## src/rtl/mdu_pkg.sv

```systemverilog
// ============================================================================
// mdu_pkg
// Shared definitions for the RV32M multiply/divide unit:
//   - funct3 operation codes (MUL .. REMU)
//   - FSM state encodings (IDLE, MUL, DIV, DONE)
//   - helpers telling which operands an operation treats as signed
// ============================================================================
package mdu_pkg;

    // funct3 operation select within the funct7 = 7'h01 opcode space
    localparam logic [2:0] F3_MUL    = 3'd0;
    localparam logic [2:0] F3_MULH   = 3'd1;
    localparam logic [2:0] F3_MULHSU = 3'd2;
    localparam logic [2:0] F3_MULHU  = 3'd3;
    localparam logic [2:0] F3_DIV    = 3'd4;
    localparam logic [2:0] F3_DIVU   = 3'd5;
    localparam logic [2:0] F3_REM    = 3'd6;
    localparam logic [2:0] F3_REMU   = 3'd7;

    // Controller state type and its four encodings
    typedef logic [1:0] mdu_state_t;

    localparam mdu_state_t ST_IDLE = 2'd0;
    localparam mdu_state_t ST_MUL  = 2'd1;
    localparam mdu_state_t ST_DIV  = 2'd2;
    localparam mdu_state_t ST_DONE = 2'd3;

    // rs1 is signed for MULH, MULHSU, DIV and REM
    function automatic logic mdu_is_signed_a(input logic [2:0] f3);
        return (f3 == F3_MULH) || (f3 == F3_MULHSU) ||
               (f3 == F3_DIV)  || (f3 == F3_REM);
    endfunction

    // rs2 is signed for MULH, DIV and REM (MULHSU keeps rs2 unsigned)
    function automatic logic mdu_is_signed_b(input logic [2:0] f3);
        return (f3 == F3_MULH) || (f3 == F3_DIV) || (f3 == F3_REM);
    endfunction

endpackage

```

## src/rtl/mdu_div_core.sv

```systemverilog
// ============================================================================
// mdu_div_core
// Restoring-division datapath: one quotient bit per i_step on unsigned
// magnitudes. The quotient register starts holding the dividend and shifts
// it out MSB-first while quotient bits shift in at the LSB.
// Ports:
//   i_clk, i_rst          clock, synchronous active-high reset
//   i_load                capture i_dividend / i_divisor, clear remainder
//   i_step                perform one restoring iteration
//   i_dividend, i_divisor unsigned magnitudes
//   o_quo_next, o_rem_next values the registers take on the next step, so
//                         the controller can capture the final result
//                         on the same edge as the last iteration
// ============================================================================
module mdu_div_core
    import mdu_pkg::*;
#(
    parameter int XLEN = 32
) (
    input  logic            i_clk,
    input  logic            i_rst,
    input  logic            i_load,
    input  logic            i_step,
    input  logic [XLEN-1:0] i_dividend,
    input  logic [XLEN-1:0] i_divisor,
    output logic [XLEN-1:0] o_quo_next,
    output logic [XLEN-1:0] o_rem_next
);

    logic [XLEN-1:0] r_rem;
    logic [XLEN-1:0] r_quo;
    logic [XLEN-1:0] r_dvs;

    logic [XLEN:0]   w_shift;
    logic [XLEN:0]   w_trial;
    logic            w_fits;

    // Trial subtract is XLEN+1 bits wide: the shifted partial remainder can
    // reach 2*divisor-1, and the borrow bit tells whether the divisor fits.
    // On a miss the shifted value is kept, which is always below the divisor
    // and therefore fits in XLEN bits.
    always_comb begin
        w_shift    = {r_rem, r_quo[XLEN-1]};
        w_trial    = w_shift - {1'b0, r_dvs};
        w_fits     = ~w_trial[XLEN];
        o_rem_next = w_fits ? w_trial[XLEN-1:0] : w_shift[XLEN-1:0];
        o_quo_next = {r_quo[XLEN-2:0], w_fits};
    end

    always_ff @(posedge i_clk) begin
        if (i_rst) begin
            r_rem <= '0;
            r_quo <= '0;
            r_dvs <= '0;
        end else if (i_load) begin
            r_rem <= '0;
            r_quo <= i_dividend;
            r_dvs <= i_divisor;
        end else if (i_step) begin
            r_rem <= o_rem_next;
            r_quo <= o_quo_next;
        end
    end

endmodule

```

## src/rtl/mdu_unit.sv

```systemverilog
// ============================================================================
// mdu_unit
// Iterative RV32M multiply/divide unit for the execute stage. Works on
// operand magnitudes, then applies sign correction when entering DONE.
// Division by zero and signed overflow complete in one cycle.
// Ports:
//   i_clk, i_rst      clock, synchronous active-high reset
//   i_start           request, accepted only in IDLE or DONE
//   i_funct3          operation select, sampled with i_start
//   i_op_a, i_op_b    rs1 / rs2 values, sampled with i_start
//   i_flush           abort in-flight op; wins over i_start
//   o_busy            iterating, pipeline must stall
//   o_done            one-cycle pulse, o_result valid
//   o_result          registered result, held until replaced by a new op
// XLEN must be >= 4 and even.
// ============================================================================
module mdu_unit
    import mdu_pkg::*;
#(
    parameter int XLEN = 32
) (
    input  logic            i_clk,
    input  logic            i_rst,
    input  logic            i_start,
    input  logic [2:0]      i_funct3,
    input  logic [XLEN-1:0] i_op_a,
    input  logic [XLEN-1:0] i_op_b,
    input  logic            i_flush,
    output logic            o_busy,
    output logic            o_done,
    output logic [XLEN-1:0] o_result
);

    localparam int CW = $clog2(XLEN);

    mdu_state_t        r_state;
    logic [2:0]        r_f3;
    logic              r_neg;
    logic [CW-1:0]     r_cnt;
    logic [XLEN-1:0]   r_mcand;
    logic [2*XLEN-1:0] r_prod;
    logic [XLEN-1:0]   r_result;

    logic              w_accept;
    logic              w_sign_a;
    logic              w_sign_b;
    logic              w_is_div;
    logic              w_fast;
    logic              w_last;
    logic              w_div_load;
    logic              w_div_step;
    logic [XLEN-1:0]   w_abs_a;
    logic [XLEN-1:0]   w_abs_b;
    logic [XLEN-1:0]   w_min_neg;
    logic [XLEN-1:0]   w_fast_result;
    logic [XLEN:0]     w_sum;
    logic [2*XLEN-1:0] w_prod_next;
    logic [2*XLEN-1:0] w_prod_fix;
    logic [XLEN-1:0]   w_mul_fix;
    logic [XLEN-1:0]   w_div_fix;
    logic [XLEN-1:0]   w_quo_next;
    logic [XLEN-1:0]   w_rem_next;

    // Accept decode: operand magnitudes and the one-cycle special cases.
    // Only DIV/REM (funct3[0] == 0) can overflow on most-negative / -1.
    always_comb begin
        w_accept      = i_start && !i_flush &&
                        ((r_state == ST_IDLE) || (r_state == ST_DONE));
        w_sign_a      = mdu_is_signed_a(i_funct3) && i_op_a[XLEN-1];
        w_sign_b      = mdu_is_signed_b(i_funct3) && i_op_b[XLEN-1];
        w_abs_a       = w_sign_a ? -i_op_a : i_op_a;
        w_abs_b       = w_sign_b ? -i_op_b : i_op_b;
        w_is_div      = i_funct3[2];
        w_min_neg     = {1'b1, {(XLEN-1){1'b0}}};
        w_fast        = 1'b0;
        w_fast_result = '0;
        if (w_is_div) begin
            if (i_op_b == '0) begin
                w_fast        = 1'b1;
                w_fast_result = i_funct3[1] ? i_op_a : '1;
            end else if (!i_funct3[0] && (i_op_a == w_min_neg) && (i_op_b == '1)) begin
                w_fast        = 1'b1;
                w_fast_result = i_funct3[1] ? '0 : i_op_a;
            end
        end
    end

    // Shift-add step: add the multiplicand into the upper half when the
    // current multiplier LSB is set, then shift the whole product right.
    // The final sign fix and half/quotient/remainder selection act on the
    // next-state values so the result lands on the last iteration's edge.
    always_comb begin
        w_sum       = {1'b0, r_prod[2*XLEN-1:XLEN]} + (r_prod[0] ? {1'b0, r_mcand} : '0);
        w_prod_next = {w_sum, r_prod[XLEN-1:1]};
        w_prod_fix  = r_neg ? -w_prod_next : w_prod_next;
        w_mul_fix   = (r_f3 == F3_MUL) ? w_prod_fix[XLEN-1:0] : w_prod_fix[2*XLEN-1:XLEN];
        w_div_fix   = r_f3[1] ? w_rem_next : w_quo_next;
        if (r_neg) begin
            w_div_fix = -w_div_fix;
        end
        w_last      = (r_cnt == CW'(XLEN - 1));
        w_div_load  = w_accept && w_is_div && !w_fast;
        w_div_step  = (r_state == ST_DIV) && !i_flush;
    end

    mdu_div_core #(
        .XLEN(XLEN)
    ) u_div_core (
        .i_clk      (i_clk),
        .i_rst      (i_rst),
        .i_load     (w_div_load),
        .i_step     (w_div_step),
        .i_dividend (w_abs_a),
        .i_divisor  (w_abs_b),
        .o_quo_next (w_quo_next),
        .o_rem_next (w_rem_next)
    );

    // Controller. r_neg is the single sign flag for the final fix-up:
    // remainders follow the dividend, everything else follows sign(a)^sign(b).
    always_ff @(posedge i_clk) begin
        if (i_rst) begin
            r_state  <= ST_IDLE;
            r_f3     <= '0;
            r_neg    <= 1'b0;
            r_cnt    <= '0;
            r_mcand  <= '0;
            r_prod   <= '0;
            r_result <= '0;
        end else if (i_flush) begin
            r_state <= ST_IDLE;
        end else begin
            case (r_state)
                ST_MUL: begin
                    r_prod <= w_prod_next;
                    r_cnt  <= r_cnt + CW'(1);
                    if (w_last) begin
                        r_result <= w_mul_fix;
                        r_state  <= ST_DONE;
                    end
                end
                ST_DIV: begin
                    r_cnt <= r_cnt + CW'(1);
                    if (w_last) begin
                        r_result <= w_div_fix;
                        r_state  <= ST_DONE;
                    end
                end
                default: begin
                    if (w_accept) begin
                        r_f3    <= i_funct3;
                        r_cnt   <= '0;
                        r_neg   <= (w_is_div && i_funct3[1]) ? w_sign_a : (w_sign_a ^ w_sign_b);
                        r_mcand <= w_abs_a;
                        r_prod  <= {{XLEN{1'b0}}, w_abs_b};
                        if (w_fast) begin
                            r_result <= w_fast_result;
                            r_state  <= ST_DONE;
                        end else if (w_is_div) begin
                            r_state <= ST_DIV;
                        end else begin
                            r_state <= ST_MUL;
                        end
                    end else begin
                        r_state <= ST_IDLE;
                    end
                end
            endcase
        end
    end

    assign o_busy   = (r_state == ST_MUL) || (r_state == ST_DIV);
    assign o_done   = (r_state == ST_DONE);
    assign o_result = r_result;

endmodule

```

## config.mk

```make
export PLATFORM = sky130hd
export DESIGN_NAME = mdu_unit
export DESIGN_NICKNAME = d
export VERILOG_FILES = /design/src/rtl/mdu_pkg.sv /design/src/rtl/mdu_div_core.sv /design/src/rtl/mdu_unit.sv
export SDC_FILE = /design/constraint.sdc
export NUM_CORES = 1
export LEC_CHECK = 0
export CAP_MARGIN = 0
export CORE_MARGIN = 3
export CORE_UTILIZATION = 55
export DETAILED_ROUTE_END_ITERATION = 8
export GPL_TIMING_DRIVEN = 0
export PLACE_DENSITY = 0.77
export RECOVER_POWER = 50
export SYNTH_ARGS = -nofsm -noshare
export SYNTH_HDL_FRONTEND = slang
export SYNTH_SLANG_ARGS = --single-unit
```

## constraint.sdc

```tcl
create_clock -name i_clk -period 5.4 [get_ports i_clk]
set_clock_uncertainty 0.05 [all_clocks]
set_input_delay 0.54 -clock i_clk [delete_from_list [all_inputs] [get_ports i_clk]]
set_output_delay 0.54 -clock i_clk [all_outputs]
set_load 0.005 [all_outputs]
```

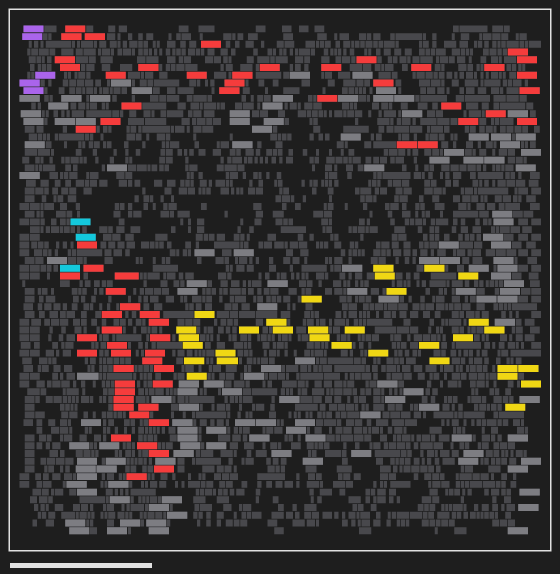
run_1/registers.png
The bar under the picture is 50 µm long. Other sequential cells in the stronger grey, the rest of the logic in the fainter grey.
legend:
  `r_cnt`:
    colour: purple
    sequential_cells: 5
    where: top left
  `r_prod`:
    colour: red
    sequential_cells: 64
    where: all over the die
  `u_div_core.r_quo`:
    colour: yellow
    sequential_cells: 32
  `r_f3`:
    colour: cyan
    sequential_cells: 3
not coloured: 131
P_seq: 1.86 mW
Sequential Area: 4710 µm²
Core Util, Final: 66.1%
proportion of cell area occupied by registers: 21.6%

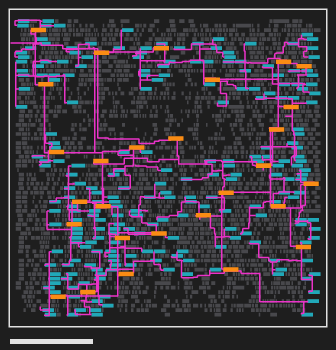
run_1/clock_map.png
The bar under the picture is 50 µm long.
legend:
  clock wires:
    colour: magenta
    length: 3410 µm
  cells driving clock nets:
    colour: orange
    count: 28
  flip-flops:
    colour: cyan
    count: 235
routed clock nets: 29

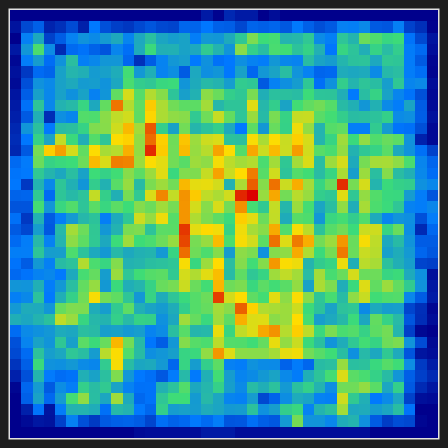
run_1/wire_density.png
38 x 38 tiles, from dark blue (low) to red (high), scaled to the fullest tile. Values are wire area over tile area, all layers added.
fullest tile: 1.0
nearly empty tiles: 4.8%
mean over tiles: 0.42
tiles over half the peak: 33%
densest ninth of the die: middle
Vias: 22500
routed wirelength normalized by instance count: 26.3 µm

==> summary.txt, run 1 <==
This memo summarizes the results of the implementation run.

Outcome
The run finished, with violations left. The final reports fail on DRC, setup timing.

Global route
The global-route congestion overflow total is 0. The routing usage on met3 is 12.9%. The via count of the first global-routing pass is 20400. Entering global routing, the biggest net connects 15 pins.

Detailed routing
The number of antenna-violating nets in the routed design is 0. The length of routed wiring on met1 is 33.4 mm. For this run, design rule violations remaining after detail routing come to 2. For this run, the detailed router reports a per-instance via density of 7.03.

Floorplanning
Row generation in the floorplan step produced 66 rows. The initial cell density of the core is 56.5%. The floorplan die width is 190 µm.

Layout
In the layout the commonest cells are sky130_fd_sc_hd__nor2_1 (304), sky130_fd_sc_hd__nand2_1 (302), sky130_fd_sc_hd__dfxtp_1 (232), sky130_fd_sc_hd__a21oi_1 (167). The area added between synthesis and finish is 16.9%. The area taken by multi-input combinational cells is reported as 13400 µm².

The final standard cell count with taps included and fillers excluded is 3201. Counting the inverters off the clock network in the layout gives 68. The cell class ranked first by area is multi-input combinational cells. The most common cell after layout, fill and taps aside is sky130_fd_sc_hd__nor2_1.

Final timing
The part of the cycle the worst path needs is 100%. Across all setup checks in the final design, the least slack found is -0.00776 ns. Counting I/O delays and the setup requirement, the final critical path takes 5.41 ns. The setup violation total in the final timing report is 1.

Critical path
The critical register-to-register path startpoint is u_div_core.r_quo[31]$_SDFFE_PP0P_. The category of the worst setup path launch point is a flip-flop. At the worst endpoint, the arrival time is 5.89 ns.

STA classifies the critical path endpoint as a flip-flop.

Clock tree
The cell sitting at the root of the clock tree is a sky130_fd_sc_hd__clkbuf_16.

Yosys
The main area contributors are sky130_fd_sc_hd__dfxtp_1 (25%), sky130_fd_sc_hd__nor2_1 (6.2%), sky130_fd_sc_hd__nand2_1 (6.1%), sky130_fd_sc_hd__a211oi_1 (5.0%), sky130_fd_sc_hd__ha_1 (5.0%). Per the synthesis report, the adder-cell share of the synthesized area is 5.17%. In the synthesized netlist, the dominant kind of combinational cell is AND-OR/OR-AND gates. For reference, the mux area share after synthesis is 1.26%. For reference, compound AND-OR and OR-AND cells occupy 29.9% of the area reported after synthesis. Of the synthesized area, sequential elements account for 25.2%.

Pwr
The total power is 5.59 mW.

Min path
The worst min-delay path category is flip-flop to flip-flop.

Place
The instance area after placement is 20300 µm².

Flow run
The total of max-cap violations is 0.
[run 1: power breakdown]
group,leakage (nW),switching (mW),total (mW),internal [mW]
Clock,0.504,0.838,2.10,1.26
Sequential,1.91,0.0648,1.86,1.80
Combinational,5.45,1.10,1.62,0.529
[run 1: sequential cells by signal, summed over array words and instances (netlist names)]
register and flops:
r_mcand 32, u_div_core.r_rem 32, r_prod 64, r_f3 3, o_result 32, r_cnt 5
r_state 2, u_div_core.r_dvs 32, u_div_core.r_quo 32, r_neg 1
[run 1: worst max-delay path: stages, from the launching register on]
cell and delay [ns]:
sky130_fd_sc_hd__dfxtp_2 0.36, sky130_fd_sc_hd__inv_2 0.07, sky130_fd_sc_hd__ha_2 0.17, sky130_fd_sc_hd__inv_1 0.06, sky130_fd_sc_hd__fa_2 0.44, sky130_fd_sc_hd__a211oi_2 0.30
sky130_fd_sc_hd__o211ai_1 0.19, sky130_fd_sc_hd__a21o_1 0.27, sky130_fd_sc_hd__o2111a_2 0.32, sky130_fd_sc_hd__nor3_4 0.22, sky130_fd_sc_hd__nor2_4 0.08, sky130_fd_sc_hd__buf_12 0.15
sky130_fd_sc_hd__buf_6 0.15, sky130_fd_sc_hd__nand2_1 0.08, sky130_fd_sc_hd__o31ai_2 0.11, sky130_fd_sc_hd__inv_1 0.14, sky130_fd_sc_hd__ha_4 0.16, sky130_fd_sc_hd__nand2_1 0.07
sky130_fd_sc_hd__o31a_1 0.42, sky130_fd_sc_hd__nor4_4 0.29, sky130_fd_sc_hd__nand3_2 0.21, sky130_fd_sc_hd__buf_4 0.22, sky130_fd_sc_hd__nor4_2 0.29, sky130_fd_sc_hd__mux2i_1 0.35
sky130_fd_sc_hd__a21o_1 0.16
run_1/drive_strength.png
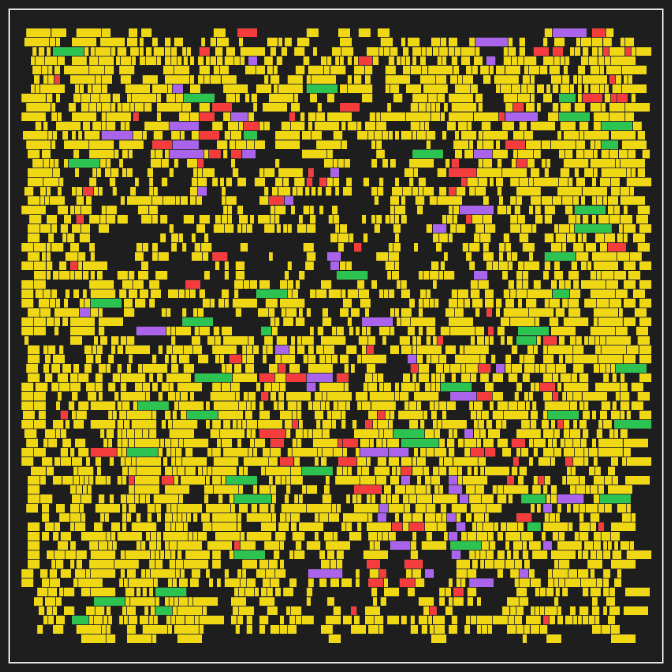

==> inputs of run 2 (changes only) <==
--- a/config.mk
+++ b/config.mk
@@ -10,8 +10,9 @@
 export CORE_UTILIZATION = 55
 export DETAILED_ROUTE_END_ITERATION = 8
 export GPL_TIMING_DRIVEN = 0
-export PLACE_DENSITY = 0.77
+export PLACE_DENSITY = 0.82
 export RECOVER_POWER = 50
+export SKIP_LAST_GASP = 1
 export SYNTH_ARGS = -nofsm -noshare
 export SYNTH_HDL_FRONTEND = slang
 export SYNTH_SLANG_ARGS = --single-unit
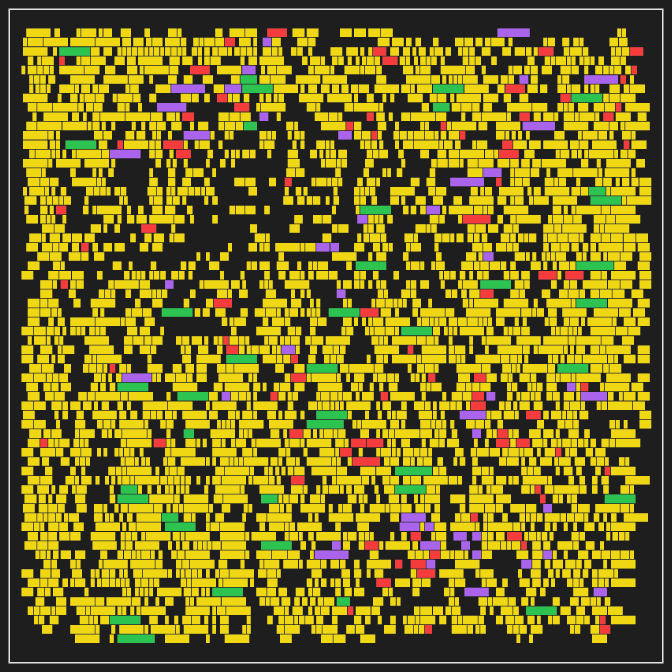
run_2/drive_strength.png
legend:
  drive 3 to 4:
    colour: purple
    cells: 46
    share: 1.7%
    most_used: buf_4
  drive 1 or less:
    colour: yellow
    cells: 2578
    share: 94%
    most_used: nor2_1
  drive 2:
    colour: red
    cells: 84
    share: 3.1%
    most_used: or2_2
  drive 6 and up:
    colour: green
    cells: 40
    share: 1.5%
    most_used: clkbuf_16

==> summary.txt, run 2 <==
This memo summarizes the results of the implementation run.

Outcome
Status: finished with violations (unchanged). Violations in the final reports: DRC (was DRC, setup timing).

Critical path
List of cells traversed by the critical path: inv_1, ha_1, inv_1, fa_2, a211oi_4, o211ai_1, a21o_1, o2111a_2, nor3_4, nor2_4, buf_6, buf_4, nand2_1, o31ai_2, inv_1, ha_2, nand2_1, o31a_1, nor4_4, buf_4, a21oi_1, xnor2_1, o2111ai_2, o211a_1 (was inv_2, ha_2, inv_1, fa_2, a211oi_2, o211ai_1, a21o_1, o2111a_2, nor3_4, nor2_4, buf_12, buf_6, nand2_1, o31ai_2, inv_1, ha_4, nand2_1, o31a_1, nor4_4, nand3_2, buf_4, nor4_2, mux2i_1, a21o_1). The count of buffering cells on the critical path with inverters included is 6 (unchanged). The cell occurring most often along the worst timing path is sky130_fd_sc_hd__inv_1. The cell at the slowest stage of the critical path is sky130_fd_sc_hd__fa_2 (unchanged). The required time of the critical path came to 5.80 ns (was 5.88 ns). The category of the worst setup path launch point is a flip-flop (unchanged).

The capture point of the critical path is o_result[10]$_SDFFE_PP0P_ (was o_result[28]$_SDFFE_PP0P_). The critical register-to-register path startpoint was u_div_core.r_quo[31]$_SDFFE_PP0P_ (unchanged). The critical path endpoint category is a flip-flop (unchanged). The top cell family by delay on the critical path is AND-OR/OR-AND gates (unchanged). The peak per-stage delay on the critical path was 0.41 ns (was 0.44 ns). The type of the worst setup path is flip-flop to flip-flop (unchanged). The end of the worst register-to-register path was o_result[10]$_SDFFE_PP0P_ (was o_result[28]$_SDFFE_PP0P_). The worst reg2reg path depth is 24 (unchanged).

The number of logic stages on the critical path including buffering came to 24 (unchanged). The arrival time at the worst endpoint is 5.73 ns (was 5.89 ns). The peak fanout along the critical path is 10 (unchanged).

Min path
The number of cells on the worst hold path is 2 (unchanged). The end point of the worst hold path is r_mcand[31]$_SDFFE_PP0P_ (was r_mcand[0]$_SDFFE_PP0P_). The worst min-delay path category is flip-flop to flip-flop (unchanged).

Yosys
The adder-cell area share of the yosys netlist came to 5.17% (unchanged). The number of standard cells after synthesis is 2585 (unchanged). The sequential share of the synthesized area is 25.2% (unchanged). The net count of the mapped netlist came to 2732 (unchanged). Main area contributors: sky130_fd_sc_hd__dfxtp_1 (25%), sky130_fd_sc_hd__nor2_1 (6.2%), sky130_fd_sc_hd__nand2_1 (6.1%), sky130_fd_sc_hd__a211oi_1 (5.0%), sky130_fd_sc_hd__ha_1 (5.0%) (unchanged). The fraction of the mapped netlist area in compound gates was 29.9% (unchanged).

The simple-gate portion of the synthesized area was 25.5% (unchanged). The count of warnings emitted by yosys is 0 (unchanged). The unique cell type count in the Yosys netlist was 93 (unchanged). The cell with the most instances after synthesis was sky130_fd_sc_hd__nor2_1 (unchanged). The post-synthesis mux area share is 1.26% (unchanged). The average cell area after synthesis is 7.22 µm² (unchanged).

The synthesis area per yosys came to 18700 µm² (unchanged). The xor and xnor area share after synthesis is 7.88% (unchanged). The share of flip-flops with an asynchronous set or reset is 0% (unchanged). The main kind of combinational logic by area is AND-OR/OR-AND gates (unchanged). Ranking of synthesized cells by instance count: sky130_fd_sc_hd__nor2_1 (306), sky130_fd_sc_hd__nand2_1 (305), sky130_fd_sc_hd__dfxtp_1 (235) (unchanged). The yosys cell count is 2585 (unchanged).

The top cell type by total area after synthesis was sky130_fd_sc_hd__dfxtp_1 (unchanged).

Place
The total of buffers placed on input and output ports is 103 (unchanged). The setup slack at placement is -1.29 ns (was -1.65 ns). The HPWL reported at the end of detailed placement is 65.9 mm (was 66.4 mm).

The post-placement cell count was 3130 (unchanged).

Final timing
The fmax is 187 MHz (was 185 MHz). The max-slew violation count is 0 (unchanged). The worst relative slew slack is 24.4% (was 16.0%). The actual slew at the worst max-slew pin was 1.12 ns (was 1.25 ns).

The final critical-path setup slack is 0.0618 ns (was -0.00776 ns). The part of the cycle the worst path needs is 98.9% (was 100%). The final critical path time including I/O delays and setup is 5.34 ns (was 5.41 ns).

The number of endpoints with negative hold slack in the final report is 0 (unchanged). The setup violation total in the final timing report was 0 (was 1).

Floorplanning
The number of core rows is 66 (unchanged). The initial cell density of the core is 56.5% (unchanged). The overall die height is 190 µm (unchanged). The total die area was 36200 µm² (unchanged).

The floorplan die width is 190 µm (unchanged). The standard cell core area is 33000 µm² (unchanged).

Global route
The via count of the first global-routing pass is 20200 (was 20400). The global-route congestion overflow total is 0 (unchanged). The wire length of the first global-routing pass came to 122 mm (was 124 mm).

The maximum number of pins on one net before global-route repair is 14 (was 15).

Layout
The most common cell after layout, fill and taps aside is sky130_fd_sc_hd__nor2_1 (unchanged). The area added between synthesis and finish is 16.0% (was 16.9%). The final standard cell count with taps included and fillers excluded was 3190 (was 3201).

The number of nets in the layout is 2875 (was 2884). The top register by number of flip-flops is r_prod (unchanged). The number of flip-flops under the largest register name is 64 (unchanged). The ratio of cells with drive above 1 in the final layout came to 6.19% (was 6.92%).

Leading cell types in the layout, fill and taps excluded: sky130_fd_sc_hd__nor2_1 (305), sky130_fd_sc_hd__nand2_1 (304), sky130_fd_sc_hd__dfxtp_1 (234), sky130_fd_sc_hd__a21oi_1 (166), sky130_fd_sc_hd__o21ai_0 (147) (was sky130_fd_sc_hd__nor2_1 (304), sky130_fd_sc_hd__nand2_1 (302), sky130_fd_sc_hd__dfxtp_1 (232), sky130_fd_sc_hd__a21oi_1 (167)). The number of fillers in the final layout is 2912 (was 2978).

Pwr
The total power density per cell area came to 252 nW/µm² (was 256 nW/µm²). The total power is 5.46 mW (was 5.59 mW).

Clock tree
The clock tree from TritonCTS is yes (unchanged). The cell at the root of the clock tree is sky130_fd_sc_hd__clkbuf_16 (unchanged). The number of H-tree levels was 1 (unchanged). The worst-skew pair later-pin latency is 0.56 ns (was 0.59 ns). The number of buffers between clock root and the deepest sink was 3 (unchanged).

Flow run
The total of max-cap violations is 0 (unchanged). The number of logged tool warnings came to 29 (was 31).

Detailed routing
The routed wire length is 83.3 mm (was 84.1 mm). The total number of vias is 22400 (was 22500). The DRC violation count after routing is 9 (was 2). The via density per instance came to 7.02 (was 7.03).

The number of antenna-violating nets in the routed design was 0 (unchanged). The average detailed-routed wire length per instance is 26.1 µm (was 26.3 µm).
[run 2: cell types whose count changed in the layout (fill, tap and decap cells not counted), sizes merged]
cell / change
clkinvlp: +1
clkbuf: -1
buf: -6
bufinv: -1
clkinv: -4
[run 2: repair_timing]
item | 4_1_cts | 5_1_grt
setup endpoints to repair | 25 | 32
resized | 17 | 57
pin swaps | 4 | 16
hold buffers | 0 | 0
setup buffers | 4 | 10
gates cloned | 0 | 0
[run 2: per-stage QoR]
| stage | TNS [ns] | hold WS (ns) | utilization [%] | cell area [µm²] |
|---|---|---|---|---|
| after CTS | 0 | 0.421 | 64.5 | 21300 |
| after floorplan | 0 | 0.382 | - | 18700 |
| after global placement | -16.01 | 0.392 | 61.3 | 20300 |
| final | 0 | 0.418 | 65.5 | 21700 |
| after detailed placement | -18.12 | 0.410 | 61.3 | 20300 |
| after global routing | -0.0159 | 0.453 | 65.5 | 21700 |
[run 2: metal layers]
layer	global-route usage, %	wire length (µm)
met5	0	12
met4	19.2	4740
met3	13.0	13000
met2	63.4	33400
met1	60.2	32200
[run 2: final cells by class]
type                    instances  area [µm²]  area share, %
multi-input cells            2105       13300           61.6
flip-flops and latches        235        4710           21.7
repair buffers                117        1140           5.25
clock buffers                  35         766           3.54
plain buffers                 174         696           3.21
well taps                     442         553           2.55
inverters                      68         255           1.18
clock inverters                14         190          0.878
[run 2: logic make-up after synthesis]
kind of cell    count (synthesis)
xor+xnor                      168
compound gates                823
fa+ha+maj                      76
mux                            23
simple gates                 1015
buf+inv                       245
flops                         235
[run 2: where the power goes]
group | internal (mW) | switching, mW
logic | 0.517 | 1.08
clock network | 1.19 | 0.813
registers | 1.80 | 0.0669
[run 2: tightest hold or removal path: cells and delay by family (launching register included)]
family          cells  cell delay, ns
flops               1            0.31
simple gates        1            0.05
compound gates      1            0.06
Power is estimated from default activity; no workload was simulated.
